==> config.mk <==
export PLATFORM = sky130hd
export DESIGN_NAME = enc_pwm_mixer_flat
export DESIGN_NICKNAME = d
export VERILOG_FILES = /design/src/rtl/enc_pwm_mixer_if.sv /design/src/rtl/enc_pwm_mixer.sv /design/src/flat_wrapper.sv
export SDC_FILE = /design/constraint.sdc
export NUM_CORES = 1
export LEC_CHECK = 0
export CELL_PAD_IN_SITES_DETAIL_PLACEMENT = 0
export CELL_PAD_IN_SITES_GLOBAL_PLACEMENT = 1
export CORE_MARGIN = 5
export CORE_UTILIZATION = 47
export DETAILED_ROUTE_END_ITERATION = 12
export PLACE_DENSITY_LB_ADDON = 0.1
export SETUP_SLACK_MARGIN = 0.05
export SLEW_MARGIN = 30
export SYNTH_ARGS = -nofsm -noshare
export SYNTH_HDL_FRONTEND = slang
export SYNTH_SLANG_ARGS = --single-unit
==> constraint.sdc <==
create_clock -name clk -period 2.4 [get_ports clk]
set_input_delay 0.48 -clock clk [delete_from_list [all_inputs] [get_ports clk]]
set_output_delay 0.48 -clock clk [all_outputs]
set_load 0.005 [all_outputs]
Figure 1. Wires at chosen ports, followed through buffers (run 1).
The bar under the picture is 20 um long.
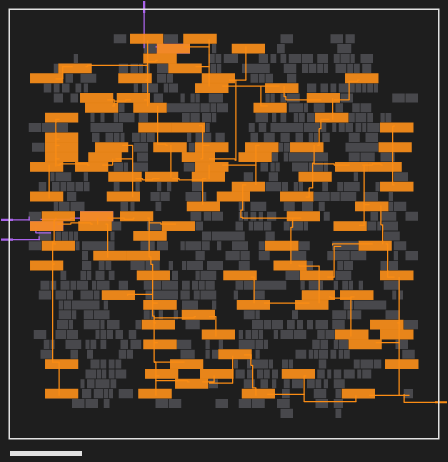
Key: rst_n = orange [bits 1, direction input, end cells 99, wire 865 um]; bus_enc_b = purple [bits 3, direction input, end cells 3, wire 44.8 um]
I/O pin count: 37
IO Port Bufs: 36

Figure 2. Where the registers sit (run 1).
The bar under the picture is 20 um long. Other sequential cells in the stronger grey, the rest of the logic in the fainter grey.
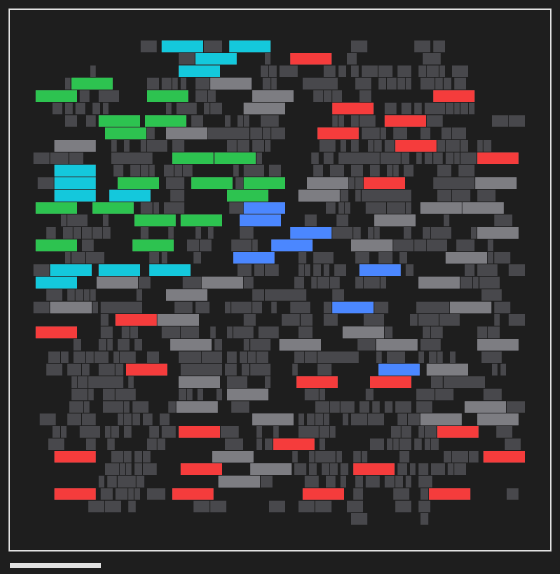
Key: u_core.g_pin.dc = green [sequential cells 18]; u_core.g_pin.sh = cyan [sequential cells 12]; u_core.g_ch.lvl_q = red [sequential cells 24, where all over the die]; u_core.cnt = blue [sequential cells 8, where centre]
sequential cell power: 2.75 mW
sequential cell area share: 0.3916
final core area utilization: 0.5540

Figure 3. Gate families picked out (run 1).
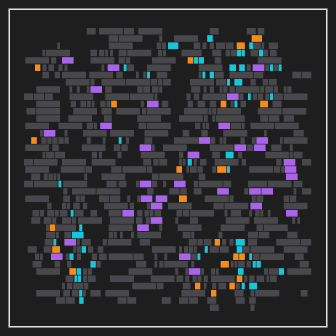
Key: adder and majority cells = purple [cells 35]; NOR gates = cyan [cells 49]; AND and OR gates = orange [cells 22]
logic share of the area: 0.4241
fin cells: 740
most frequent logic cell in the layout: dfrtp_1

==> flow_summary.json, run 1 <==
{
  "postSynthSeqShare": 0.4510,
  "reg2regPathDepth": 7,
  "cap_violations": 0,
  "vias": 4211,
  "die_h_um": 118.1,
  "ys.flop_type": "dfrtp_1",
  "drive_gt1_frac": 0.08710,
  "dp.cells": 724,
  "tightest_slew_ps": 577.7,
  "syn_area_um2": 5493,
  "final.min_clock_period_ps": 2173,
  "synth.top_cell.area_share": 0.4510,
  "yosys_cells": 562,
  "ys_area_um2": 5493,
  "num_rows": 39,
  "finalNetCount": 636,
  "vias_per_cell": 5.691,
  "synth_nets": 606,
  "numSynthFlops": 99,
  "gp_congestion": 0.8205,
  "synth_cell_types": 65,
  "fin_crit_sh": 0.9055,
  "dieWidth_um": 118.1,
  "netlist_instances": 562,
  "root_buffer": "clkbuf_16",
  "top_logic_kind": "simple AND/OR/NAND/NOR gates",
  "ctsLongestPathBuffers": 2,
  "routedWlPerCell_um": 15.86,
  "wirelength_mm": 11.74,
  "top_area_cell": "dfrtp_1",
  "required_ps": 2640,
  "ctsHtreeMaxLevel": 3,
  "setup_violations": 0,
  "holdWs_ps": 98.90,
  "total_power_mw": 7.006,
  "p_leak_nw": 2.787,
  "numCtsBuffers": 9,
  "critPathLaunchType": "flip-flop",
  "dieArea_um2": 13950,
  "edf_count": 0,
  "cp.arrival_ps": 2410,
  "synthAdderAreaFrac": 0.07973,
  "async_flop_share": 1.000,
  "ys_sh_aoi": 0.1487,
  "diodes": 0,
  "maxSlewHeadroom": 0.6149,
  "grt_max_degree": 41,
  "most_common_cell": "dfrtp_1",
  "seqCellArea_um2": 2477,
  "n_fill_cell": 1059,
  "dr.pass1.iters": 4,
  "rrSetupSlack_ps": 230,
  "rsz0062_at_grt": "no",
  "yosys-top-cells-area": "dfrtp_1 45%, ha_1 8.0%, inv_1 3.6%",
  "dp_hpwl_mm": 8.283,
  "cts_tree": "yes",
  "setup_tns_ps": 0,
  "cts.clk_slew.worst_paths_ps": 70,
  "top_cells_by_count": "99 x dfrtp_1, 52 x inv_1, 38 x nand2_1, 35 x ha_1, 30 x nand3_1",
  "ant_nets": 0,
  "grt.total_usage": 0.1748,
  "drt-initial-drc-count": 226,
  "grt_overflow_total": 0,
  "end_kind": "flip-flop",
  "peakVddDrop_uv": 553.0,
  "status": "finished, final reports clean",
  "area_delta_synth_final_pct": 15.17,
  "skew_ps": 9.341,
  "clock.fmax_ghz": 0.4601,
  "postCtsHoldBufs": 0,
  "synth_warnings": 0,
  "grt_pass1_wl_mm": 20.33,
  "maxSlewViolCount": 0,
  "pwr_density_cell_nw_per_um2": 1108,
  "synth.cellmix.simpleShare": 0.1677,
  "hold_class": "in2async",
  "antenna_found_initial": 0,
  "first_global_vias": 4217,
  "coreArea_um2": 11420,
  "hold_viol_final": 0,
  "warning_count": 30,
  "avgSynthCellArea_um2": 9.774,
  "cts_sinks": 99,
  "initCoreUtil": 0.4810,
  "comb_area_um2": 2683,
  "synth-xor-area-share": 0.03030,
  "ys_sh_mux": 0.06036,
  "post-route-drc-count": 0,
  "crit_fanout": 7,
  "clock_latency_ps": 350,
  "critPathKind": "reg2reg"
}
==> run 1: cells by family (layout without fill, tap and decap cells) <==
| kind of cell | count (synthesis) | after routing |
|---|---|---|
| AOI/OAI and AO/OA | 123 | 123 |
| xor gates and xnor gates | 19 | 19 |
| adders and majority gates | 35 | 35 |
| buffers and inverters | 86 | 121 |
| DFF | 99 | 99 |
| muxes | 30 | 30 |
| and+or+nand+nor | 170 | 170 |
==> run 1: routing by layer <==
metal  wire [um]  vias up  track usage
li1            -     2048            -
met1        5543     2063       0.2343
met2        5600       91       0.2820
met3         478        9      0.04661
met4         116        0      0.04444
met5           0        -            0
==> run 1: report_power, final <==
group / switching (mW) / internal, mW / leakage, nW
logic: 1.37 / 1.42 / 1.35
clock network: 0.625 / 0.841 / 0.146
registers: 0.688 / 2.06 / 1.29
total: 2.68 / 4.32 / 2.79
==> run 1: through the flow <==
stage | worst slack [ps] | utilization | cell area (um2)
6_report | 226.7 | 0.5540 | 6326
5_1_grt | 124.5 | 0.5540 | 6326
4_1_cts | 214.0 | 0.5533 | 6317
3_5_place_dp | 214.0 | 0.5267 | 6015
3_3_place_gp | 304.6 | 0.5267 | 6015
2_1_floorplan | 430.4 | - | 5493
==> run 1: critical path, cell delays in order, from the launching register on <==
cell and delay [ps]:
dfrtp_1 450, inv_1 140, ha_1 200, or3b_1 400, or3_1 450, a21oi_1 180
a311oi_1 70, a21o_1 170
==> run 1: cells in the final DEF, fill, tap and decap left out, types with 4 or more instances in the layout <==
cell type	n
a21o_1	10
a21oi_1	16
a22o_1	4
a31oi_1	5
and3_1	5
buf_4	16
clkbuf_16	9
clkdlybuf4s50_1	34
dfrtp_1	99
ha_1	35
inv_1	52
mux2_1	16
mux2_2	9
mux2i_1	5
nand2_1	38
nand2b_1	10
nand3_1	30
nand3b_1	10
nand4_1	9
nor2_1	24
nor2b_1	4
nor3_1	11
o21a_1	6
o21ai_0	26
o21ai_1	15
o22ai_1	13
or3_1	6
xnor2_1	14
xor2_1	5
==> run 1: layout make-up <==
type | instances | share of cell area
clock buffer | 11 | 0.03837
clock inverter | 5 | 0.009494
inverter | 53 | 0.03145
multi-input combinational | 377 | 0.4241
sequential | 99 | 0.3916
tap | 143 | 0.02828
timing repair buffer | 52 | 0.07674
==> run 1: repair_timing <==
action | in CTS | in global routing
setup endpoints to repair | 0 | 2
gates resized | 0 | 1
setup buffers | 0 | 0
endpoints found under the hold margin | 0 | 0
## Run 2: what changed since run 1
PLACE_DENSITY = 0.89   (was default)
PLACE_DENSITY_LB_ADDON = default   (was 0.1)
==> run 2 against run 1 <==
  * Power rose by 3.1%
  * Via count fell by 0.43%
  * Cell count fell by 0.41%
  * Largest power group is now sequential cells
  * Setup slack got worse by 1.2 ps
  * Combinational power fell by 3%
  * Critical path depth did not move
  * Fmax barely moved
  * Count of clock-buffer cells in the layout fell by 2
  * Clock power rose by 18%
  * Cell area rose by 0.55%
  * Sequential cell count did not move
  * Register-to-register slack barely moved
  * Critical endpoint is now u_core.g_ch[2].lvl_q[7]$_DFFE_PN0P_
==> flow_summary.json, run 2 <==
{
  "critPathLaunchType": "flip-flop",
  "reg2regPathDepth": 7,
  "final_area_um2": 6361,
  "final_core_util": 0.5571,
  "dr.pass1.iters": 4,
  "place_area_um2": 6000,
  "synth_warnings": 0,
  "post_cts_buffers": 0,
  "synth.top_cell.area_share": 0.4510,
  "drt-initial-drc-count": 277,
  "maxSlewViolCount": 0,
  "finalNetCount": 634,
  "top_cells_by_count": "99 x dfrtp_1, 52 x inv_1, 38 x nand2_1, 35 x ha_1, 30 x nand3_1",
  "async_flop_share": 1.000,
  "grtUsageMet3": 0.03123,
  "gp_congestion": 0.9027,
  "wirelength_mm": 11.30,
  "ys.flop_type": "dfrtp_1",
  "cp.arrival_ps": 2410,
  "use_met1": 0.2190,
  "mostFrequentLayoutCells": "99 x dfrtp_1, 52 x inv_1, 38 x nand2_1",
  "fin_crit_sh": 0.9060,
  "top_area_cell": "dfrtp_1",
  "first_global_vias": 4241,
  "switching_power_mw": 2.643,
  "ant_nets": 0,
  "area_delta_synth_final_pct": 15.81,
  "yosys-top-cells-area": "dfrtp_1 45%, ha_1 8.0%, inv_1 3.6%",
  "syn_area_um2": 5493,
  "rsz0062_at_grt": "no",
  "hold_viol_final": 0,
  "clock_latency_ps": 340,
  "post-route-drc-count": 0,
  "antenna_found_initial": 0,
  "critPathKind": "reg2reg",
  "routedWlPerCell_um": 15.33,
  "cts_sinks": 99,
  "final.min_clock_period_ps": 2174,
  "ctsLongestPathBuffers": 2,
  "synth_cell_types": 65,
  "grt_max_degree": 46,
  "total_power_mw": 7.221,
  "postSynthSeqShare": 0.4510,
  "die_h_um": 118.1,
  "most_common_cell": "dfrtp_1",
  "initCoreUtil": 0.4810,
  "power.internal_mw": 4.578,
  "edf_count": 0,
  "netlist_instances": 562,
  "setup_tns_ps": 0,
  "skew_ps": 6.792,
  "dieWidth_um": 118.1,
  "vias_per_cell": 5.689,
  "maxSlewHeadroom": 0.6086,
  "end_kind": "flip-flop",
  "portBuffers": 36,
  "status": "finished, final reports clean",
  "avgSynthCellArea_um2": 9.774,
  "vias": 4193,
  "ys_area_um2": 5493,
  "coreArea_um2": 11420,
  "drive_gt1_frac": 0.08418,
  "crit_fanout": 8,
  "p_leak_nw": 2.800,
  "grt_overflow_total": 0,
  "seq_power_share": 0.385,
  "diodes": 0,
  "cap_violations": 0,
  "pwr-share-clk": 0.241,
  "rrSetupSlack_ps": 230,
  "hold_class": "in2async",
  "pwr_density_cell_nw_per_um2": 1135,
  "dieArea_um2": 13950,
  "numCtsBuffers": 9
}
## run 2: cell counts after synthesis
No cell type changed its count.
## run 2: per-stage QoR
step	hold WS [ps]	cells	setup WS, ps
6_report	82.37	737	225.6
3_3_place_gp	331.8	722	345.4
5_1_grt	116.8	737	71.99
3_5_place_dp	334.7	722	230.4
2_1_floorplan	184.4	562	430.4
4_1_cts	90.19	737	223.0
## run 2: critical path, cell delays in order, from the launching register on
cell	delay, ps
dfrtp_1	460
inv_1	150
ha_1	190
nor3b_2	330
nand2_1	150
o31ai_2	380
o22ai_1	160
a22o_1	250
## run 2: final cells by class
class / instances / area, um2 / area share
Inverter: 53 / 198.9 / 0.03127
Clock inverter: 6 / 136.4 / 0.02144
Multi-Input combinational cell: 377 / 2674 / 0.4203
Timing Repair Buffer: 50 / 470.5 / 0.07396
Clock buffer: 9 / 225.2 / 0.03541
Sequential cell: 99 / 2477 / 0.3895
Tap cell: 143 / 178.9 / 0.02813
## run 2: power groups by stage
stage	logic [mW]	registers (mW)	clock network (mW)
global route	3.06	2.87	1.85
finish	2.70	2.78	1.74
global placement	2.59	2.77	0
floorplan	2.09	2.44	0
detailed placement	2.69	2.80	0
CTS	2.71	2.77	1.79
## run 2: per-layer routing
metal,vias up,wire length [um]
met5,-,0
met1,2031,5172
met2,105,5566
li1,2047,-
met4,0,109
met3,10,453
## run 2: kinds of logic after synthesis
kind of cell | share of synthesized area
AND/OR/NAND/NOR | 0.1677
multiplexers | 0.06036
XOR/XNOR | 0.03030
flip-flops | 0.4510
buffers and inverters | 0.06219
AND-OR/OR-AND | 0.1487
adder cells (fa/ha/maj) | 0.07973
Figure 4. Close-up of the layout (run 2).
The bar under the picture is 10 um long. Region (17, 17) to (42, 42) um. Cells in grey, sequential cells in the stronger grey; small squares are vias.
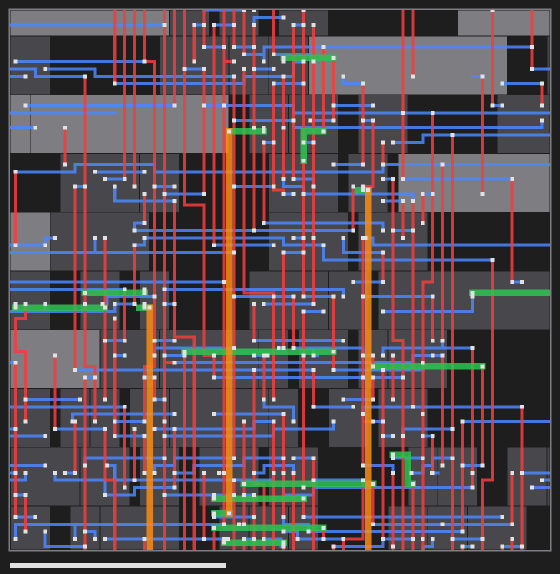
Key: metal 4 = orange; metal 2 = red; metal 1 = blue; metal 3 = green
55 logic cells have their middle in the window. Sequential cells in the window: 3.

Power is estimated from default activity; no workload was simulated.
